[src/rtl/pico_bus_master.sv]
// pico_bus_master: command-driven initiator for the Pico-side 8-bit parallel bus.
// Converts WRITE_REG / EXECUTE / READ_BURST / ADDR_ONLY commands into timed
// CS/WR/RD/CD/excute/direction bus cycles; read bytes come back on rsp_valid.
module pico_bus_master #(
    parameter int SETUP_CYC  = 2,
    parameter int STROBE_CYC = 3,
    parameter int HOLD_CYC   = 2,
    parameter int TURN_CYC   = 2,
    parameter int EXEC_CYC   = 3
) (
    input  logic       clk,
    input  logic       rst_n,
    input  logic       cmd_valid,
    output logic       cmd_ready,
    input  logic [1:0] cmd_op,
    input  logic [7:0] cmd_addr,
    input  logic [7:0] cmd_wdata,
    input  logic [7:0] cmd_len,
    output logic       rsp_valid,
    output logic [7:0] rsp_data,
    output logic       busy,
    output logic       CS,
    output logic       WR,
    output logic       RD,
    output logic       CD,
    output logic       excute,
    output logic       direction,
    output logic [7:0] pico_data_o,
    output logic       pico_data_oe,
    input  logic [7:0] pico_data_i
);

    localparam logic [1:0] OP_WRITE = 2'b00;
    localparam logic [1:0] OP_EXEC  = 2'b01;
    localparam logic [1:0] OP_READ  = 2'b10;
    localparam logic [1:0] OP_ADDR  = 2'b11;

    typedef enum logic [3:0] {
        S_IDLE, S_A_SETUP, S_A_STROBE, S_A_HOLD, S_D_SETUP, S_D_STROBE, S_D_HOLD,
        S_EXEC, S_TURN_IN, S_RD_HI, S_RD_LO, S_TURN_OUT
    } state_t;

    state_t     r_state;
    state_t     w_state_nxt;
    logic [7:0] r_cnt;
    logic [7:0] r_beats;
    logic [1:0] r_op;
    logic [7:0] r_wdata;
    logic [7:0] r_data;
    logic       r_rsp_valid;
    logic [7:0] r_rsp_data;
    logic       w_cnt_done;
    logic       w_accept;
    logic       w_rd_capture;

    // Counter preload: a state with parameter N lasts N cycles, so load N-1.
    function automatic logic [7:0] f_reload(state_t s);
        case (s)
            S_A_SETUP, S_D_SETUP:   f_reload = 8'(SETUP_CYC - 1);
            S_A_STROBE, S_D_STROBE,
            S_RD_HI:                f_reload = 8'(STROBE_CYC - 1);
            S_A_HOLD, S_D_HOLD,
            S_RD_LO:                f_reload = 8'(HOLD_CYC - 1);
            S_TURN_IN, S_TURN_OUT:  f_reload = 8'(TURN_CYC - 1);
            S_EXEC:                 f_reload = 8'(EXEC_CYC - 1);
            default:                f_reload = 8'd0;
        endcase
    endfunction

    assign w_cnt_done   = (r_cnt == 8'd0);
    assign w_accept     = cmd_valid && (r_state == S_IDLE);
    assign w_rd_capture = (r_state == S_RD_HI) && w_cnt_done;

    // Next-state: every state holds until its timing counter expires.
    always_comb begin
        w_state_nxt = r_state;
        case (r_state)
            S_IDLE: begin
                if (cmd_valid) begin
                    case (cmd_op)
                        OP_WRITE, OP_ADDR: w_state_nxt = S_A_SETUP;
                        OP_EXEC:           w_state_nxt = S_EXEC;
                        default:           w_state_nxt = S_TURN_IN;
                    endcase
                end
            end
            S_A_SETUP:  if (w_cnt_done) w_state_nxt = S_A_STROBE;
            S_A_STROBE: if (w_cnt_done) w_state_nxt = S_A_HOLD;
            S_A_HOLD:   if (w_cnt_done) w_state_nxt = (r_op == OP_WRITE) ? S_D_SETUP : S_IDLE;
            S_D_SETUP:  if (w_cnt_done) w_state_nxt = S_D_STROBE;
            S_D_STROBE: if (w_cnt_done) w_state_nxt = S_D_HOLD;
            S_D_HOLD:   if (w_cnt_done) w_state_nxt = S_IDLE;
            S_EXEC:     if (w_cnt_done) w_state_nxt = S_IDLE;
            S_TURN_IN:  if (w_cnt_done) w_state_nxt = (r_beats == 8'd0) ? S_TURN_OUT : S_RD_HI;
            S_RD_HI:    if (w_cnt_done) w_state_nxt = S_RD_LO;
            // r_beats was already decremented when leaving RD_HI
            S_RD_LO:    if (w_cnt_done) w_state_nxt = (r_beats == 8'd0) ? S_TURN_OUT : S_RD_HI;
            S_TURN_OUT: if (w_cnt_done) w_state_nxt = S_IDLE;
            default:    w_state_nxt = S_IDLE;
        endcase
    end

    // State register and per-state timing counter (reloaded on every state change).
    always_ff @(posedge clk or negedge rst_n) begin
        if (!rst_n) begin
            r_state <= S_IDLE;
            r_cnt   <= 8'd0;
        end else begin
            r_state <= w_state_nxt;
            if (w_state_nxt != r_state)
                r_cnt <= f_reload(w_state_nxt);
            else if (!w_cnt_done)
                r_cnt <= r_cnt - 8'd1;
        end
    end

    // Command latch and bus drive value; address drives first, data swapped in at D_SETUP.
    always_ff @(posedge clk or negedge rst_n) begin
        if (!rst_n) begin
            r_op    <= OP_WRITE;
            r_wdata <= 8'd0;
            r_data  <= 8'd0;
            r_beats <= 8'd0;
        end else begin
            if (w_accept) begin
                r_op    <= cmd_op;
                r_wdata <= cmd_wdata;
                r_data  <= cmd_addr;
                r_beats <= cmd_len;
            end else if (r_state == S_A_HOLD && w_state_nxt == S_D_SETUP) begin
                r_data <= r_wdata;
            end else if (w_rd_capture) begin
                r_beats <= r_beats - 8'd1;
            end
        end
    end

    // Read capture on the edge leaving RD_HI; response strobe lasts one cycle.
    always_ff @(posedge clk or negedge rst_n) begin
        if (!rst_n) begin
            r_rsp_valid <= 1'b0;
            r_rsp_data  <= 8'd0;
        end else begin
            r_rsp_valid <= w_rd_capture;
            if (w_rd_capture) r_rsp_data <= pico_data_i;
        end
    end

    // Bus outputs decoded straight from the state register so reset drops them at once.
    assign cmd_ready    = (r_state == S_IDLE);
    assign busy         = ~cmd_ready;
    assign CS           = (r_state != S_IDLE);
    assign WR           = (r_state == S_A_STROBE) || (r_state == S_D_STROBE);
    assign RD           = (r_state == S_RD_HI);
    assign CD           = (r_state == S_A_SETUP) || (r_state == S_A_STROBE) || (r_state == S_A_HOLD);
    assign excute       = (r_state == S_EXEC);
    assign direction    = (r_state == S_TURN_IN) || (r_state == S_RD_HI) ||
                          (r_state == S_RD_LO) || (r_state == S_TURN_OUT);
    assign pico_data_oe = CD || (r_state == S_D_SETUP) || (r_state == S_D_STROBE) ||
                          (r_state == S_D_HOLD);
    assign pico_data_o  = r_data;
    assign rsp_valid    = r_rsp_valid;
    assign rsp_data     = r_rsp_data;

endmodule

[config.mk]
export PLATFORM = sky130hd
export DESIGN_NAME = pico_bus_master
export DESIGN_NICKNAME = d
export VERILOG_FILES = /design/src/rtl/pico_bus_master.sv
export SDC_FILE = /design/constraint.sdc
export NUM_CORES = 1
export LEC_CHECK = 0
export CAP_MARGIN = 20
export CORE_MARGIN = 2
export CORE_UTILIZATION = 40
export CTS_CLUSTER_DIAMETER = 30
export DETAILED_ROUTE_END_ITERATION = 10
export PLACE_DENSITY = 0.68
export SLEW_MARGIN = 15
export SYNTH_ARGS = -nofsm -noshare
export SYNTH_HDL_FRONTEND = slang
export SYNTH_SLANG_ARGS = --single-unit
[constraint.sdc]
create_clock -name clk -period 3.4 [get_ports clk]
set_input_delay 0.85 -clock clk [delete_from_list [all_inputs] [get_ports clk]]
set_output_delay 0.85 -clock clk [all_outputs]
set_load 0.02 [all_outputs]
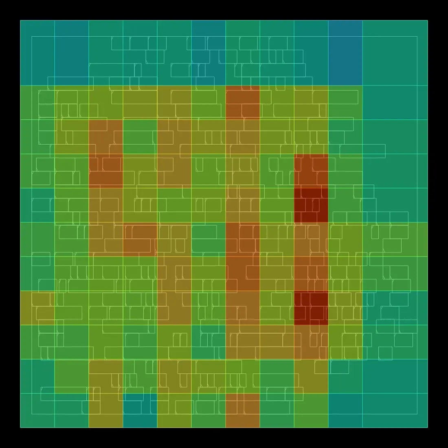
Figure 1: routing congestion map.
Most Crowded Layer GR: met2
utilization after layout: 0.547

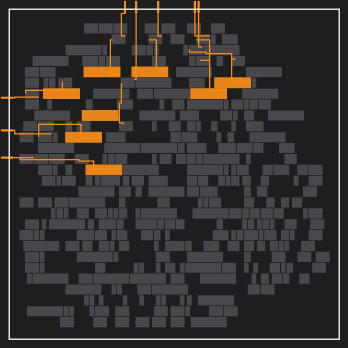
Figure 2: I/O nets highlighted.
(4 px per µm)
orange -> `pico_data_o`  # direction output, end cells 8, buffers 8, wire 224 µm

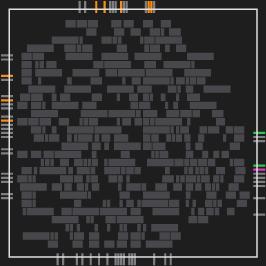
Figure 3: ports around the boundary.
(3 px per µm) Pins as bars across the die edge, other pins in gray.
green -> `cmd_op`  # pins 2, direction input, edge right
orange -> `pico_data_o`  # pins 8, direction output, edge 5 top, 3 left
magenta -> `direction`  # pins 1, direction output, edge right
all pins by edge = 21 left, 17 bottom, 14 top, 11 right
die width: 82.1 µm
PortBufs: 62
Die Y: 82.1 µm

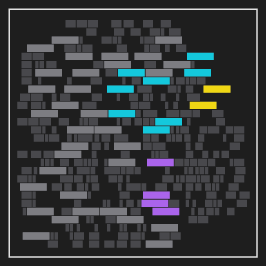
Figure 4: where the registers sit.
(3 px per µm)
cyan -> `r_cnt`  # sequential cells 8
yellow -> `r_op`  # sequential cells 2
purple -> `r_state`  # sequential cells 4, where bottom middle
sequential share of cell area: 0.363
P_seq: 0.000989 W

## layout make-up
type | count | area share
multi-input cells | 183 | 0.361
clock buffers | 6 | 0.0255
clock inverters | 2 | 0.00503
inverters | 10 | 0.0116
flip-flops and latches | 47 | 0.363
well taps | 75 | 0.0290
repair buffers | 68 | 0.205
## cell families (layout without fill, tap and decap cells)
family          after synthesis  in the layout  synth area share
buf+inv                      24             86            0.0400
mux                          20             20            0.0871
fa+ha+maj                     3              3            0.0154
flops                        47             47             0.482
xor+xnor                     15             15            0.0538
compound gates               38             38             0.102
simple gates                107            107             0.220
## per-stage QoR
step                power, W  setup slack (ns)  cell area [µm²]  instances  hold slack [ns]
global placement     0.00236             0.561             3140        383            0.460
global route         0.00293             0.224             3240        391            0.508
floorplan            0.00193             0.773             2440        254            0.479
finish               0.00272             0.313             3240        391            0.481
CTS                  0.00275             0.298             3230        391            0.487
detailed placement   0.00239             0.495             3140        383            0.461
## registers in the layout, summed over array words and instances, names as in the netlist
register,cells
r_wdata,8
r_state,4
r_cnt,8
r_beats,8
rsp_valid,1
r_op,2
pico_data_o,8
rsp_data,8
## worst min-delay path: stages (launching register included)
cell and delay [ns]:
dfrtp_1 0.35, nand2_1 0.05, nand2_1 0.06
## layer usage
metal  vias up  wire (µm)
met2        58       2420
met5         -          0
met4         0         61
li1       1001          -
met1       922       2440
met3         6        223
## power by group
group | switching (W) | leakage (nW) | internal (W)
clock network | 0.000185 | 0.0474 | 0.000166
registers | 0.000210 | 0.528 | 0.000779
logic | 0.000700 | 0.817 | 0.000678
==> impl_metrics.toml <==
# generated from flow reports
[layout]
layout_top_cells = "clkdlybuf4s50_1, dfrtp_1, nor2_1"
regArea_um2 = 1180
drive_gt1_frac = 0.108
layout_top_cell = "clkdlybuf4s50_1"
logic_area_um2 = 1170
fillers = 554
num-nets-final = 355
diodes = 0
syn_to_final_growth_pct = 32.6

[clocking]
clockBufferDepth = 2
htree_levels = 2
clkSinkCount = 47
cts_inserted_buffers = 5
ctsHoldBuffers = 0
cts_resized = 0
root_buffer = "clkbuf_8"
insertion_delay_ns = 0.29
clk_pin_slew_ns = 0.08
cts_setup_buffers = 0
cts_tree = "yes"

[drt]
num_vias = 1987
drt-initial-drc-count = 79
ant_nets = 0
first_pass_iters = 4
routed_via_density = 5.08
wire_per_inst_um = 13.2
drc_errors = 0
wirelength_mm = 5.15

[global_route]
grt_pass1_wl_mm = 8.57
grt_overflow_total = 0
use_met3 = 0.0348
grtUsageMet1 = 0.226
grt.total_usage = 0.165
antenna_found_initial = 0
grt_max_degree = 48
grt_pass1_vias = 1931
use_met2 = 0.265

[floorplan]
fp-utilization = 0.412
io_pins = 63
core_um2 = 5920
die-area_um2 = 6740
rows = 28

[hold_path]
hold_start = "rsp_data[0]$_DFFE_PN0P_"
whs_endpoint = "rsp_data[0]$_DFFE_PN0P_"
hold_class = "flop to flop"
hold_depth = 2

[final_timing]
finalHoldViolCount = 0
drv_slew = 0
setup_violations = 0
finalClockPeriodUsage = 0.908
slew_headroom = 0.614
min_period_ns = 3.09
fmax_mhz = 324
rsz0062_at_grt = "false"
finalClockSkew_ns = 0.00694
tightest_slew_ns = 0.565
setup_tns_ns = 0

[worst_setup_path]
worst-path-buf-inv = 2
cp-end-kind = "output pin"
regToRegEndpoint = "r_cnt[1]$_DFFE_PN0P_"
crit_path_start = "r_state[2]$_DFF_PN0_"
crit_path_max_incr_delay_ns = 0.63
path_class = "flop to output pin"
critPathLaunchType = "flop"
r2r_slack_ns = 0.82
cp-endpoint = "cmd_ready"
cp.required_ns = 2.55
r2r-start = "r_cnt[0]$_DFFE_PN0P_"
crit_family = "buffers and inverters"
cp_num_cells = 3
critical_path_arrival_ns = 2.24
worstPathCellList = "or4_1 > inv_1 > clkdlybuf4s50_1"
worstPathMaxFanout = 18
reg2reg_depth = 8
critPathSlowestCell = "or4_1"

[flow_run]
warning_count = 27
cap_violations = 0

[synth]
ys_cells = 254
synth.avg_cell_area_um2 = 9.61
ys_seq_share = 0.482
netlist_area_um2 = 2440
synthTopCellsByCount = "dfrtp_1, nor2_1, nand2_1"
synth_top_area_share = 0.482
ys_types = 48
ys_warn_count = 0
largest_area_cell = "dfrtp_1"
postSynthCellCount = 254
top_cell = "dfrtp_1"
synth_flops = 47
top_cells_by_area = "dfrtp_1, nor2_1, nand2_1, mux2_2, mux2i_1"
ys_chip_area_um2 = 2440
synth-edff-count = 0
synth-async-reset-ratio = 1.00
ff_type = "dfrtp_1"
fp_nets = 294

[power_and_ir_drop]
power_density_nw_per_um2 = 839
peakVddDrop_uv = 518
p_leak_nw = 1.39

[placement]
gp_congestion = 0.938
dp_hpwl_mm = 3.74

[run_status]
outcome = "completed"
Power figures rest on the tool's default switching activity, not on a simulated workload.
